<file path="src/rtl/oam_dma_pkg.sv">
// Shared video/memory constants and the OAM DMA state encoding.
package oam_dma_pkg;

  localparam logic [15:0] OAM_LOC      = 16'hFE00;
  localparam int unsigned OAM_SIZE     = 160;
  localparam logic [15:0] DMA_REG_ADDR = 16'hFF46;

  typedef enum logic [1:0] {
    DMA_IDLE,
    DMA_RD,
    DMA_CAP,
    DMA_WR
  } dma_state_t;

endpackage

</file>
<file path="src/rtl/oam_dma.sv">
// OAM DMA engine: copies XFER_LEN bytes from {page,8'h00} into OAM on a write to DMA_REG_ADDR.
// Define OAM_DMA_RESTART_EN to let a register write during a transfer restart it with the new page.
module oam_dma #(
  parameter logic [15:0] OAM_BASE     = oam_dma_pkg::OAM_LOC,
  parameter int unsigned XFER_LEN     = oam_dma_pkg::OAM_SIZE,
  parameter logic [15:0] DMA_REG_ADDR = oam_dma_pkg::DMA_REG_ADDR
) (
  input  logic        clk,
  input  logic        reset_n,
  input  logic        s_wr,
  input  logic        s_rd,
  input  logic [15:0] s_addr,
  input  logic [7:0]  s_wdata,
  output logic [7:0]  s_rdata,
  output logic        m_req,
  output logic        m_we,
  output logic [15:0] m_addr,
  output logic [7:0]  m_wdata,
  input  logic        m_gnt,
  input  logic [7:0]  m_rdata,
  output logic        busy,
  output logic        done
);
  import oam_dma_pkg::*;

  localparam logic [7:0] LAST_IDX = 8'(XFER_LEN - 1);

  dma_state_t  r_state;
  logic [7:0]  r_page;
  logic [7:0]  r_idx;
  logic [7:0]  r_data;
  logic        r_m_req;
  logic        r_m_we;
  logic [15:0] r_m_addr;
  logic        r_done;

  logic        w_sel_wr;
  logic        w_start;
  logic [7:0]  w_idx_nxt;

  // Pages in echo RAM (E0..FF) alias the work RAM 0x2000 below.
  function automatic logic [15:0] src_addr(input logic [7:0] page, input logic [7:0] idx);
    logic [7:0] p;
    p = (page >= 8'hE0) ? (page - 8'h20) : page;
    return {p, idx};
  endfunction

  assign w_sel_wr  = s_wr && (s_addr == DMA_REG_ADDR);
  assign w_idx_nxt = r_idx + 8'd1;

`ifdef OAM_DMA_RESTART_EN
  assign w_start = w_sel_wr;
`else
  assign w_start = w_sel_wr && (r_state == DMA_IDLE);
`endif

  always_ff @(posedge clk or negedge reset_n) begin
    if (!reset_n) begin
      r_state  <= DMA_IDLE;
      r_page   <= '0;
      r_idx    <= '0;
      r_data   <= '0;
      r_m_req  <= 1'b0;
      r_m_we   <= 1'b0;
      r_m_addr <= '0;
      r_done   <= 1'b0;
    end else begin
      r_done <= 1'b0;
      // A start (or restart) overrides whatever the FSM would do; a granted access this cycle has already completed on the bus.
      if (w_start) begin
        r_page   <= s_wdata;
        r_idx    <= '0;
        r_m_req  <= 1'b1;
        r_m_we   <= 1'b0;
        r_m_addr <= src_addr(s_wdata, 8'h00);
        r_state  <= DMA_RD;
      end else begin
        unique case (r_state)
          DMA_IDLE: ;
          DMA_RD: begin
            if (m_gnt) begin
              r_m_req <= 1'b0;
              r_state <= DMA_CAP;
            end
          end
          DMA_CAP: begin
            r_data   <= m_rdata;
            r_m_req  <= 1'b1;
            r_m_we   <= 1'b1;
            r_m_addr <= OAM_BASE + {8'h00, r_idx};
            r_state  <= DMA_WR;
          end
          DMA_WR: begin
            if (m_gnt) begin
              r_m_we <= 1'b0;
              if (r_idx == LAST_IDX) begin
                r_m_req <= 1'b0;
                r_done  <= 1'b1;
                r_state <= DMA_IDLE;
              end else begin
                r_idx    <= w_idx_nxt;
                r_m_req  <= 1'b1;
                r_m_addr <= src_addr(r_page, w_idx_nxt);
                r_state  <= DMA_RD;
              end
            end
          end
          default: r_state <= DMA_IDLE;
        endcase
      end
    end
  end

  assign m_req   = r_m_req;
  assign m_we    = r_m_we;
  assign m_addr  = r_m_addr;
  assign m_wdata = r_data;
  assign busy    = (r_state != DMA_IDLE);
  assign done    = r_done;
  assign s_rdata = (s_rd && (s_addr == DMA_REG_ADDR)) ? r_page : '0;

endmodule

</file>
<file path="config.mk">
export PLATFORM = sky130hd
export DESIGN_NAME = oam_dma
export DESIGN_NICKNAME = d
export VERILOG_FILES = /design/src/rtl/oam_dma_pkg.sv /design/src/rtl/oam_dma.sv
export SDC_FILE = /design/constraint.sdc
export NUM_CORES = 1
export LEC_CHECK = 0
export CORE_MARGIN = 1
export CORE_UTILIZATION = 30
export CTS_BUF_LIST = sky130_fd_sc_hd__clkbuf_16
export CTS_CLUSTER_SIZE = 24
export DETAILED_ROUTE_END_ITERATION = 10
export GPL_TIMING_DRIVEN = 0
export PLACE_DENSITY = 0.58
export SLEW_MARGIN = 10
export SYNTH_ARGS = -nofsm -noshare
export SYNTH_HDL_FRONTEND = slang
export SYNTH_SLANG_ARGS = --single-unit
</file>
<file path="constraint.sdc">
create_clock -name clk -period 1.7 [get_ports clk]
set_input_delay 0.425 -clock clk [delete_from_list [all_inputs] [get_ports clk]]
set_output_delay 0.425 -clock clk [all_outputs]
set_load 0.05 [all_outputs]
</file>
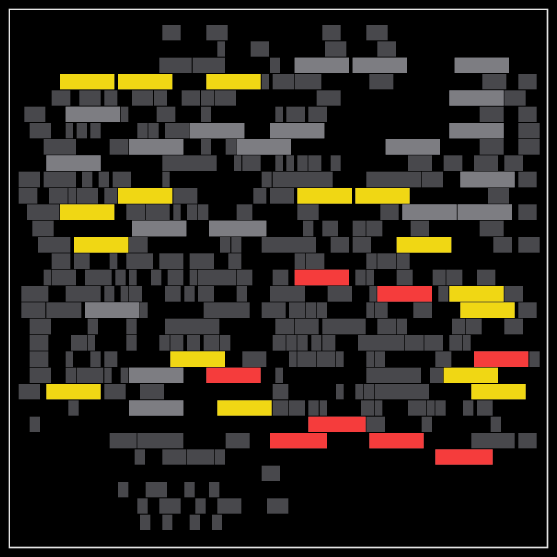
(sequential cells grouped by signal name)
(6 px per um) Other sequential cells in the stronger grey, the rest of the logic in the fainter grey.
red -> `r_idx`  # placed flops 8
yellow -> `m_addr`  # placed flops 16

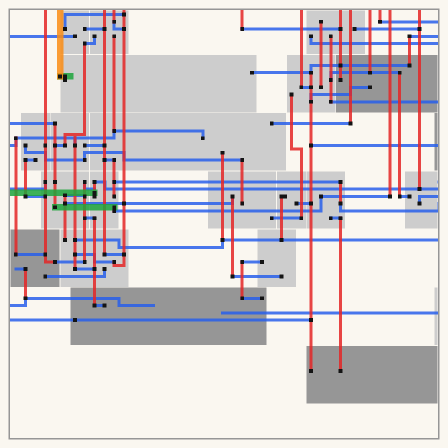
(a small window of the routed layout)
Window x 57 to 77, y 12 to 32 um. Cells in grey, sequential cells in the stronger grey; small squares are vias.
red -> M2
blue -> M1
orange -> M4
green -> M3
cells with their middle in the window = 19
netlist names of flops here include = `r_idx` (2), `m_addr` (1)
most frequent = nand2_1 (3)
sequential cells in the window = 3

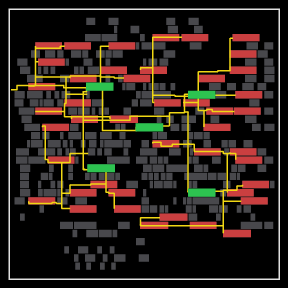
(clock distribution)
(3 px per um)
green -> clock-net drivers  # count 5
red -> flip-flops  # count 44
yellow -> clock wires  # length 622 um
flops lie = all over the die

==> COMMIT_EDITMSG <==
Log flow metrics for this revision

- Peak supply drop: 0.000723 V
* Number of stages on the worst setup path: 6
* Pwr Total: 5.52 mW
- Number of antenna violations at the first check in global routing: 0
- The library cell used most frequently in the layout, excluding fill and tap cells, is dfrtp_1.
- Cell Pwr Density: 1620 nW/um^2
* Number of inserted diodes: 0
* Top logic cell family in the synthesized netlist: AND-OR/OR-AND gates
- In the final layout, flip-flops and latches occupy 1110 um^2.
- Global routing finished with a remaining overflow of 0.
* Share of final layout cell area taken by non-clock buffers: 24.2%
- OpenROAD warnings: 29
- Endpoint class of the critical path: primary output
- Failing checks: setup timing
* Buffers on Ports: 72
- Amount of wire on met3 after detailed routing: 283 um
- There are 44 flip-flops and latches.
- Ranking of synthesized cells by area: dfrtp_1 (48%), mux2_2 (4.9%), o21ai_0 (4.6%)
- Clock latency on the worst-skew pair: 290 ps
- For reference, the final report shows the hold violation count at 0.
* Crit path max-delay cell type: and4bb_2
* Non-clock buffers: 92
* Die width: 89.5 um
- Area used by multi-input combinational logic: 1160 um^2
- Most area-hungry cell class in the final design: combinational gates
- Worst Tran Pin Value: 522 ps
- Launch instance of the worst register-to-register path: r_idx[6]
- Looking at the critical path, the highest net fanout was 6.
- The number of global-route vias before repair was 2011.
- Worst Hold Class: in -> async
* Worst Setup EP: s_rdata[0]
- The H-tree was split into 2 levels.
- The number of nets in the synthesized netlist is 260.
- Delay-heaviest family, CP: simple AND/OR/NAND/NOR gates
- met2 track demand over resource after global routing is 26.0%.
* Met1 demand-to-capacity share in global routing: 22.5%
- For this run, design rule violations remaining after detail routing come to 0.
* Largest register FFs: 16
- Static timing analysis puts the maximum clock frequency at 0.532 GHz.
* Cells along the critical path: buf_6 -> and4bb_2 -> nand4_4 -> nor2_4 -> and2_4 -> buf_8
- Worst Setup SP: s_addr[7]
- Warnings from Yosys: 0
* Flip-flop and latch share of the layout cell area: 32.4%
* Clock transition at path regs: 60 ps
- The total area inside the core boundary comes to 7330 um^2.
* Count of flip-flops with a built-in enable after synthesis: 0
* Clock tree from TritonCTS: done
- STA classifies the critical path startpoint as an input port.
- Pleak: 1.55 nW
* Part of the power in the clock network: 16.9%
- Post-synthesis cell type with the largest combined area: dfrtp_1
* Wirelength, routed: 6060 um
* Switching part of the total power: 46.5%
- The end-of-flow timing check tallies setup violations at 8.
- Setup repair after global routing missed its margin: true
- Per the slew report, the remaining headroom to the max-slew limit stands at 65.4%.
- Max-cap check violation count: 0
* Yosys synthesis chip area: 2290 um^2
- Antenna-violating nets left: 0
- For this run, the slowest stage of the critical path takes 310 ps.
- The layout has 700 filler cells.
- Number of buffers created by CTS: 5
- Per Yosys stat, the portion of area used by sequential elements is 48.0%.
* Worst-case register-to-register setup slack: 80 ps
* Category of the most critical setup path: in -> out
* Summed instance area of the synthesized netlist: 2290 um^2
- For the finished layout, the period the worst path requires is 1880 ps.
- The HPWL after detailed placement is 4260 um.
* Total length of routed met2 wires: 2850 um
* Count of buffering cells on the critical path with inverters included: 2
- Outcome: finished, violations left
- In the final layout, clock buffers and inverters account for 4.11% of the cell area.
- Counting every sink on the clock net gives 44.
- Row count: 31
* Final Max Slew Viols: 0
* Fraction of area in multi-input gates: 34.0%
* Post-layout worst setup margin: -180 ps
- Overall via count from detail_route: 2016
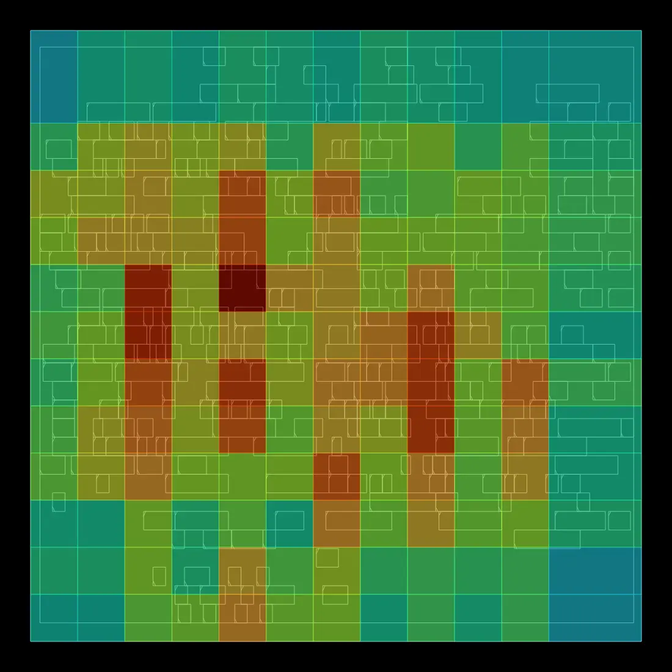
(routing congestion)
wire length per cell after detailed routing: 15.0 um
global router's overall resource usage: 16.4%
Post-Route Utilization: 46.5%
most heavily used metal layer in global routing: met2
met3 capacity usage during global routing: 3.42%

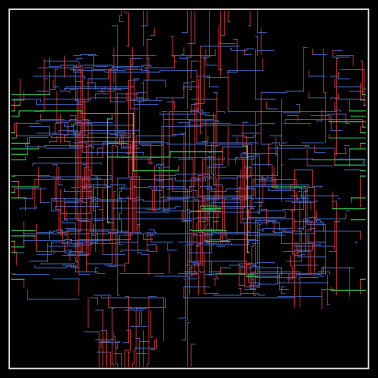
(routed metal, one colour a layer)
(4 px per um)
red -> M2  # wire length 2850 um
blue -> M1  # wire length 2860 um
orange -> M4  # wire length 66.6 um
green -> M3  # wire length 284 um

-- power by group through the flow --
stage / Clock [mW] / Combinational (mW) / Sequential, mW
floorplan: 0 / 1.09 / 2.58
global placement: 0 / 2.98 / 1.65
detailed placement: 0 / 2.99 / 1.65
CTS: 0.958 / 2.87 / 1.63
global route: 0.999 / 3.15 / 1.71
finish: 0.935 / 2.93 / 1.66
-- metrics by stage --
step                      util (%)  cells  setup TNS [ps]  cell area, um^2  hold WS [ps]
after detailed placement      43.6    392          -25180             3190           363
final                         46.5    405           -1390             3410          52.0
after floorplan                  -    220           -1180             2330           129
after CTS                     45.9    402           -1670             3370          56.6
after global routing          46.5    405           -1800             3410          75.5
after global placement        43.4    391          -72250             3180           489
-- what timing repair did --
action,in CTS,in global routing
setup buffers,3,3
pin swaps,11,9
resized,150,21
setup endpoints to repair,71,32
Power and IR drop assume default switching activity.
